$ cat src/rtl/func_check_pkg.sv
// Shared types and default constants for the functional checking sink.
// The default truth table is 4-input odd parity, indexed by {A,B,C,D}.
package func_check_pkg;

  typedef enum logic [1:0] {
    IDLE = 2'd0,
    RUN  = 2'd1,
    DONE = 2'd2
  } state_e;

  localparam int          ERR_W_DEF       = 5;
  localparam logic [15:0] TRUTH_TABLE_DEF = 16'h6996;

endpackage : func_check_pkg

$ cat src/rtl/func_golden.sv
// Combinational golden model: looks up the expected Y for a 4-bit {A,B,C,D} vector.
module func_golden
  import func_check_pkg::*;
#(
  parameter logic [15:0] TRUTH_TABLE = TRUTH_TABLE_DEF
) (
  input  logic [3:0] in_vec,
  output logic       y_exp
);

  assign y_exp = TRUTH_TABLE[in_vec];

endmodule : func_golden

$ cat src/rtl/func_check_sink.sv
// Compares three implementations of a 4-input function against a golden table
// over a full sweep of all 16 vectors, tracking errors, coverage and the first failure.
module func_check_sink
  import func_check_pkg::*;
#(
  parameter logic [15:0] TRUTH_TABLE = TRUTH_TABLE_DEF,
  parameter int          ERR_W       = ERR_W_DEF
) (
  input  logic             clk,
  input  logic             rst_n,
  input  logic             start,
  input  logic             in_valid,
  input  logic [3:0]       in_vec,
  input  logic             y_df,
  input  logic             y_1mux,
  input  logic             y_2mux,
  output logic             busy,
  output logic             done,
  output logic             pass,
  output logic [ERR_W-1:0] err_cnt,
  output logic [2:0]       err_map,
  output logic             first_fail_vld,
  output logic [3:0]       first_fail_vec,
  output logic [15:0]      cov
);

  localparam logic [ERR_W-1:0] ERR_MAX = {ERR_W{1'b1}};

  state_e           state_q, state_d;
  logic             busy_q, busy_d;
  logic             done_q, done_d;
  logic             pass_q, pass_d;
  logic [ERR_W-1:0] errCnt_q, errCnt_d;
  logic [2:0]       errMap_q, errMap_d;
  logic             ffVld_q, ffVld_d;
  logic [3:0]       ffVec_q, ffVec_d;
  logic [15:0]      cov_q, cov_d;

  logic             yExp;
  logic             acceptSample;
  logic [2:0]       mismatch;
  logic [15:0]      covNext;

  func_golden #(
    .TRUTH_TABLE(TRUTH_TABLE)
  ) u_golden (
    .in_vec(in_vec),
    .y_exp (yExp)
  );

  assign acceptSample = (state_q == RUN) && in_valid && !start;
  assign mismatch     = {y_2mux ^ yExp, y_1mux ^ yExp, y_df ^ yExp};
  assign covNext      = cov_q | (16'd1 << in_vec);

  // A start pulse wins over everything and restarts from a clean slate;
  // otherwise only accepted samples in RUN change state, so IDLE/DONE hold.
  always_comb begin
    state_d  = state_q;
    busy_d   = busy_q;
    done_d   = done_q;
    pass_d   = pass_q;
    errCnt_d = errCnt_q;
    errMap_d = errMap_q;
    ffVld_d  = ffVld_q;
    ffVec_d  = ffVec_q;
    cov_d    = cov_q;

    if (start) begin
      state_d  = RUN;
      busy_d   = 1'b1;
      done_d   = 1'b0;
      pass_d   = 1'b0;
      errCnt_d = '0;
      errMap_d = '0;
      ffVld_d  = 1'b0;
      ffVec_d  = '0;
      cov_d    = '0;
    end else if (acceptSample) begin
      if (mismatch != 3'b000) begin
        errCnt_d = (errCnt_q == ERR_MAX) ? errCnt_q : errCnt_q + ERR_W'(1);
        errMap_d = errMap_q | mismatch;
        if (!ffVld_q) begin
          ffVld_d = 1'b1;
          ffVec_d = in_vec;
        end
      end
      cov_d = covNext;
      // Completing coverage ends the sweep on this same edge.
      if (covNext == 16'hFFFF) begin
        state_d = DONE;
        busy_d  = 1'b0;
        done_d  = 1'b1;
        pass_d  = (errCnt_d == '0);
      end
    end
  end

  always_ff @(posedge clk or negedge rst_n) begin
    if (!rst_n) begin
      state_q  <= IDLE;
      busy_q   <= 1'b0;
      done_q   <= 1'b0;
      pass_q   <= 1'b0;
      errCnt_q <= '0;
      errMap_q <= '0;
      ffVld_q  <= 1'b0;
      ffVec_q  <= '0;
      cov_q    <= '0;
    end else begin
      state_q  <= state_d;
      busy_q   <= busy_d;
      done_q   <= done_d;
      pass_q   <= pass_d;
      errCnt_q <= errCnt_d;
      errMap_q <= errMap_d;
      ffVld_q  <= ffVld_d;
      ffVec_q  <= ffVec_d;
      cov_q    <= cov_d;
    end
  end

  assign busy           = busy_q;
  assign done           = done_q;
  assign pass           = pass_q;
  assign err_cnt        = errCnt_q;
  assign err_map        = errMap_q;
  assign first_fail_vld = ffVld_q;
  assign first_fail_vec = ffVec_q;
  assign cov            = cov_q;

endmodule : func_check_sink
$ cat config.mk
export PLATFORM = sky130hd
export DESIGN_NAME = func_check_sink
export DESIGN_NICKNAME = d
export VERILOG_FILES = /design/src/rtl/func_check_pkg.sv /design/src/rtl/func_golden.sv /design/src/rtl/func_check_sink.sv
export SDC_FILE = /design/constraint.sdc
export NUM_CORES = 1
export LEC_CHECK = 0
export CORE_ASPECT_RATIO = 0.7
export CORE_UTILIZATION = 33
export DETAILED_ROUTE_END_ITERATION = 16
export PLACE_DENSITY_LB_ADDON = 0.1
export SLEW_MARGIN = 0
export SYNTH_ARGS = -nofsm -noshare
export SYNTH_HDL_FRONTEND = slang
export SYNTH_SLANG_ARGS = --single-unit
$ cat constraint.sdc
create_clock -name clk -period 1.6 [get_ports clk]
set_clock_uncertainty 0.15 [all_clocks]
set_input_delay 0.48 -clock clk [delete_from_list [all_inputs] [get_ports clk]]
set_output_delay 0.48 -clock clk [all_outputs]
set_load 0.005 [all_outputs]
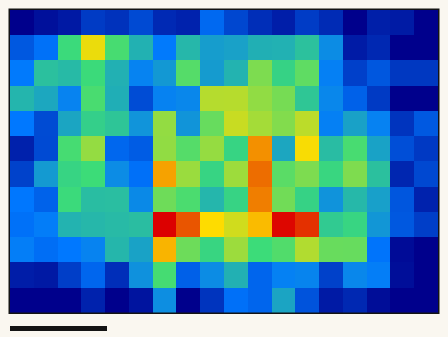
*Wiring heat map, run 1*
The bar under the picture is 20 µm long. 18 x 12 tiles, from dark blue (low) to red (high), scaled to the fullest tile. Values are wire area over tile area, all layers added.
tiles over half the peak: 23%
fullest tile: 0.50
densest ninth of the die: center
emptiest ninth of the die: north-east

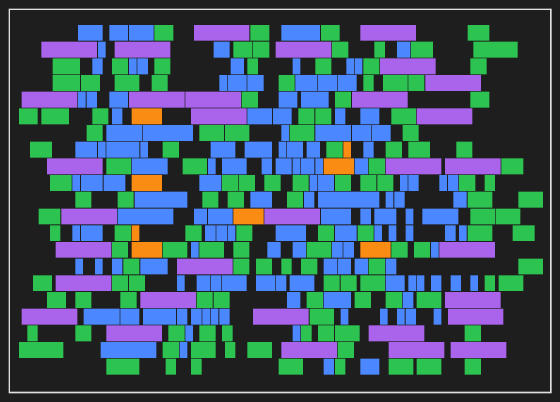
*Cell classes on the final placement, run 1*
legend:
  clock drivers and dummy loads:
    color: orange
    cells: 8
  combinational and other logic:
    color: blue
    cells: 141
  sequential cells:
    color: purple
    cells: 32
  remaining buffers and delay cells:
    color: green
    cells: 132

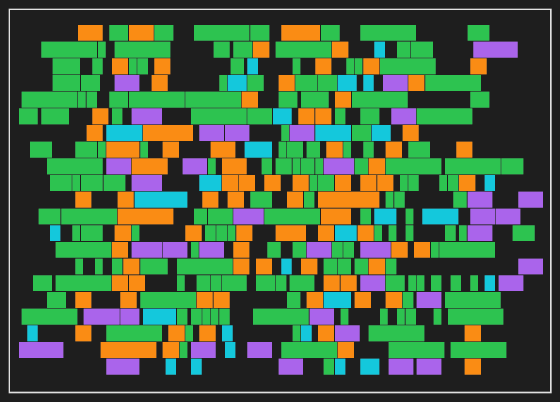
*Drive-strength map, run 1*
legend:
  _2 cells:
    color: cyan
    cells: 29
    most_used: buf_2
  _3 and _4 cells:
    color: orange
    cells: 81
    most_used: buf_4
  _6 and larger:
    color: purple
    cells: 38
    most_used: buf_6
  _0 and _1 cells:
    color: green
    cells: 165
    most_used: dfrtp_1

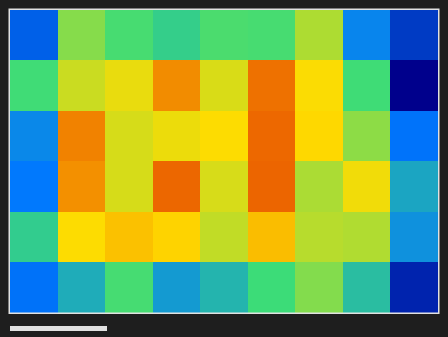
*Placement density heat map, run 1*
The bar under the picture is 20 µm long. 9 x 6 tiles, from dark blue (low) to red (high), 0 to 100% covered.
emptiest ninth of the die: north-east
fullest tile: 89%
mean over tiles: 56%
densest ninth of the die: center
nearly empty tiles: 1.9%
tiles over 75% full: 20%

==> qor.tcl, run 1 <==
set qor(status) {finished, violations left}
set qor(timing.hold.worst_path_depth) 2
set qor(nFillCells) 419
set qor(stage_log_warnings) 32
set qor(synthesis.yosys.warnings) 0
set qor(slew-limit-headroom_pct) 75.30
set qor(route.vias.total) 1906
set qor(clk_path_buf_depth) 2
set qor(violations) {negative setup slack}
set qor(critical_path.n_buffers_inverters) 3
set qor(place_ws_ps) -1266
set qor(routed-wl-met3_um) 230
set qor(synth_compound_gate_area_share_pct) 14.35
set qor(drtPass1Iterations) 4
set qor(instance_tally_after_logic_synthesis) 180
set qor(drt-wirelength-per-cell_um) 15.48
set qor(top_area_cell) {dfrtp_1}
set qor(ys_types) 41
set qor(n_antenna_cell) 0
set qor(final-seq-area_um2) 800.8
set qor(synthesis.area_per_instance_um2) 9.495
set qor(gr_util_all_layers_pct) 22.64
set qor(cts.sinks) 32
set qor(timing.critical_path.required_ps) 1620
set qor(post-route-period-util_pct) 131.9
set qor(dieArea_um2) 5475
set qor(cpPeakStageDelay_ps) 320
set qor(rsz0062_at_grt) {true}
set qor(synth.area.mux_share_pct) 4.612
set qor(lay_top_count) {buf_4}
set qor(worstPathMaxFanout) 5
set qor(cap_viol_max_count) 0
set qor(detailed_place_hpwl_um) 4044
set qor(synthesis.area_um2) 1709
set qor(detail_route.iter0.violations) 86
set qor(core_um2) 4887
set qor(clock.fmax_mhz) 473.8
set qor(synth_seq_share_pct) 46.85
set qor(timing.critical_path.arrival_ps) 2130
set qor(p_leak_nw) 1.559
set qor(netlist_top_cells_count) {dfrtp_1 (32), nor2_1 (23), a21oi_1 (16), nand2_1 (13), inv_1 (11)}
set qor(groute.layer.met2.usage_pct) 35.56
set qor(tap_cells) 69
set qor(cts_resized) 130
set qor(fin_ws_ps) -510.4
set qor(antenna_found_initial) 0
set qor(cts_tree) {done}
set qor(nNonClkInverters) 11
set qor(comb_cells) 130
set qor(rows) 21
set qor(total_clock_network_power_mw) 0.657
set qor(timing_max_transition_violations_final) 0
set qor(timing_endpoint_of_the_critical_path) {first_fail_vec[1]}
set qor(postSynth.topFlopCell) {dfrtp_1}
set qor(worst-path-stages) 9
set qor(min-delay-path-class) {reg -> reg}
set qor(final-setup-viol-count) 18
set qor(final_routed_wirelength_across_all_metal_layers_um) 5915
set qor(power_density_nw_per_um2) 658.4
set qor(top_layer) {met4}
set qor(p_seq_mw) 0.865
set qor(synth_async_sr_flop_share_pct) 100.0
==> run 2, diff against run 1 <==
--- a/config.mk
+++ b/config.mk
@@ -9,6 +9,7 @@
 export CORE_UTILIZATION = 33
 export DETAILED_ROUTE_END_ITERATION = 16
 export PLACE_DENSITY_LB_ADDON = 0.1
+export SKIP_LAST_GASP = 1
 export SLEW_MARGIN = 0
 export SYNTH_ARGS = -nofsm -noshare
 export SYNTH_HDL_FRONTEND = slang
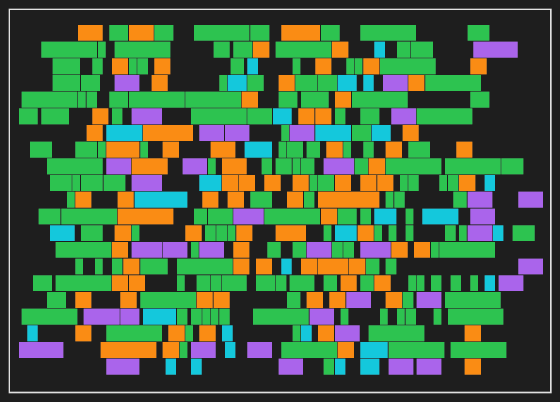
*Drive-strength map, run 2*
legend:
  _2 cells:
    color: cyan
    cells: 30
    most_used: buf_2
  _3 and _4 cells:
    color: orange
    cells: 81
    most_used: buf_4
  _6 and larger:
    color: purple
    cells: 37
    most_used: buf_6
  _0 and _1 cells:
    color: green
    cells: 165
    most_used: dfrtp_1

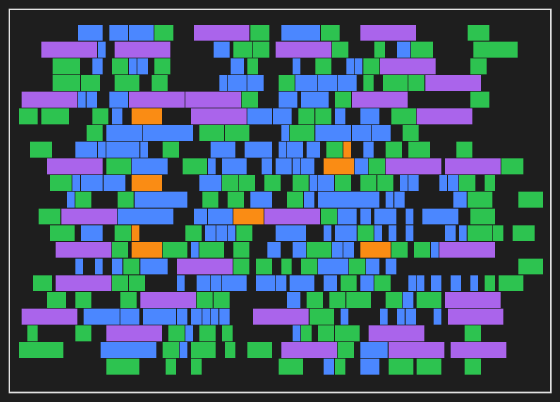
*Cell classes on the final placement, run 2*
legend:
  combinational and other logic:
    color: blue
    cells: 141
  clock drivers and dummy loads:
    color: orange
    cells: 8
  remaining buffers and delay cells:
    color: green
    cells: 132
  sequential cells:
    color: purple
    cells: 32

==> run 2 against run 1 <==
- the flow still finishes with violations (negative setup slack)
- cell count unchanged
- count of clock-buffer cells in the layout unchanged
- via count unchanged
- worst setup slack got worse by 3.0 ps
- sequential share of layout area unchanged
- synthesized cell count unchanged
- worst hold slack about the same
- sequential cell count unchanged
==> qor.tcl, run 2 <==
set qor(status) {finished, violations left}
set qor(violations) {negative setup slack}
set qor(min-delay-path-class) {reg -> reg}
set qor(synth.area.mux_share_pct) 4.612 ;# unchanged
set qor(top_layer) {met4}
set qor(timing.critical_path.arrival_ps) 2130 ;# about the same
set qor(final-seq-area_um2) 800.8 ;# unchanged
set qor(drtPass1Iterations) 4 ;# unchanged
set qor(synth_seq_share_pct) 46.85 ;# unchanged
set qor(non_clock_buffer_area_share_pct) 35.75
set qor(vdd_drop_max_v) 0.0004050
set qor(multi_input_comb_area_um2) 1006
set qor(gr_util_all_layers_pct) 22.70 ;# +0.056 points
set qor(final_routed_wirelength_across_all_metal_layers_um) 5925 ;# +0.17%
set qor(initCoreUtil_pct) 34.97
set qor(synth-cells-yosys) 180
set qor(slew-limit-headroom_pct) 70.87 ;# -4.4 points
set qor(detailed_place_hpwl_um) 4044 ;# unchanged
set qor(n_antenna_cell) 0 ;# unchanged
set qor(element_type_at_the_critical_path_start) {input pin}
set qor(postSynth.topFlopCell) {dfrtp_1}
set qor(timing_max_transition_violations_final) 0 ;# unchanged
set qor(netSwitchingFraction_pct) 27.74
set qor(p_seq_mw) 0.865 ;# about the same
set qor(num-clock-buffers) 8
set qor(routed-wl-met3_um) 293 ;# +27%
set qor(cap_viol_max_count) 0 ;# unchanged
set qor(ant_nets) 0
set qor(synth_compound_gate_area_share_pct) 14.35 ;# unchanged
set qor(worstPathMaxFanout) 5 ;# unchanged
set qor(synthesis.area_per_instance_um2) 9.495 ;# unchanged
set qor(nNonClkInverters) 11 ;# unchanged
set qor(global_route_wire_length_before_repair_um) 9487
set qor(comb_cells) 130 ;# unchanged
set qor(endpoint_kind_of_the_worst_setup_timing_path) {flip-flop}
set qor(timing_endpoint_of_the_critical_path) {first_fail_vec[1]}
set qor(dieArea_um2) 5475 ;# unchanged
set qor(top_area_cell) {dfrtp_1}
set qor(clk_path_buf_depth) 2 ;# unchanged
set qor(route.vias.total) 1906 ;# unchanged
set qor(clock.fmax_mhz) 473.2 ;# -0.14%
set qor(stage_log_warnings) 32 ;# unchanged
set qor(netlist_top_cells_count) {dfrtp_1 (32), nor2_1 (23), a21oi_1 (16), nand2_1 (13), inv_1 (11)}
set qor(setup_tns_ps) -6031
set qor(seq_area_share_pct) 25.20
set qor(rows) 21 ;# unchanged
set qor(post-route-period-util_pct) 132.1 ;# +0.19 points
set qor(synthesis.yosys.warnings) 0 ;# unchanged
set qor(drt_drc_violations_left) 0
set qor(timing.hold.worst_path_depth) 2 ;# unchanged
set qor(synth_async_sr_flop_share_pct) 100.0 ;# unchanged
set qor(synthesis.area_um2) 1709 ;# unchanged
set qor(cts.sinks) 32 ;# unchanged
set qor(p_leak_nw) 1.557 ;# -0.13%
set qor(cts_resized) 127 ;# -2.3%
set qor(place_ws_ps) -1266 ;# unchanged
set qor(ys_types) 41 ;# unchanged
set qor(cpPeakStageDelay_ps) 320 ;# about the same
set qor(critical_path.n_buffers_inverters) 3 ;# unchanged
set qor(total_clock_network_power_mw) 0.658 ;# about the same
set qor(timing.final.crit_period_ps) 2113
set qor(xor_area_share_pct) 3.441
set qor(power_density_nw_per_um2) 658.7 ;# about the same
set qor(worst-path-stages) 9 ;# unchanged
set qor(lay_top_count) {buf_4}
set qor(logic_family) {simple AND/OR/NAND/NOR gates}
set qor(rsz0062_at_grt) {true}
set qor(port_buffers) 42
set qor(cts_tree) {done}
set qor(area_leader_share_pct) 46.85
set qor(core_um2) 4887 ;# unchanged
set qor(nFillCells) 422 ;# +0.72%
set qor(instance_tally_after_logic_synthesis) 180 ;# unchanged
set qor(final-setup-viol-count) 19 ;# +1
set qor(floorplan.die.height_um) 62.21
set qor(antenna_found_initial) 0 ;# unchanged
set qor(tap_cells) 69 ;# unchanged
set qor(drt-wirelength-per-cell_um) 15.51 ;# +0.17%
set qor(fin_ws_ps) -513.4 ;# -2.988 ps
set qor(timing.critical_path.required_ps) 1620 ;# about the same
set qor(met1_length_um) 2817
set qor(detail_route.iter0.violations) 92 ;# +7.0%
set qor(r2r_cells) 4
set qor(ys_top_cells_by_area) {dfrtp_1 (47%), nor2_1 (5.1%), a21oi_1 (4.7%)}
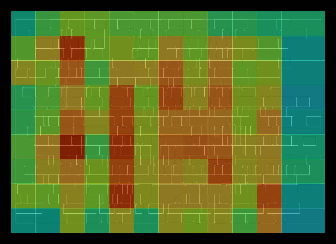
*Routing congestion map, run 2*
met2 capacity usage during global routing: 35.76%
met1 Resource Use GR: 31.48%
met3 demand-to-capacity share in global routing: 5.319%

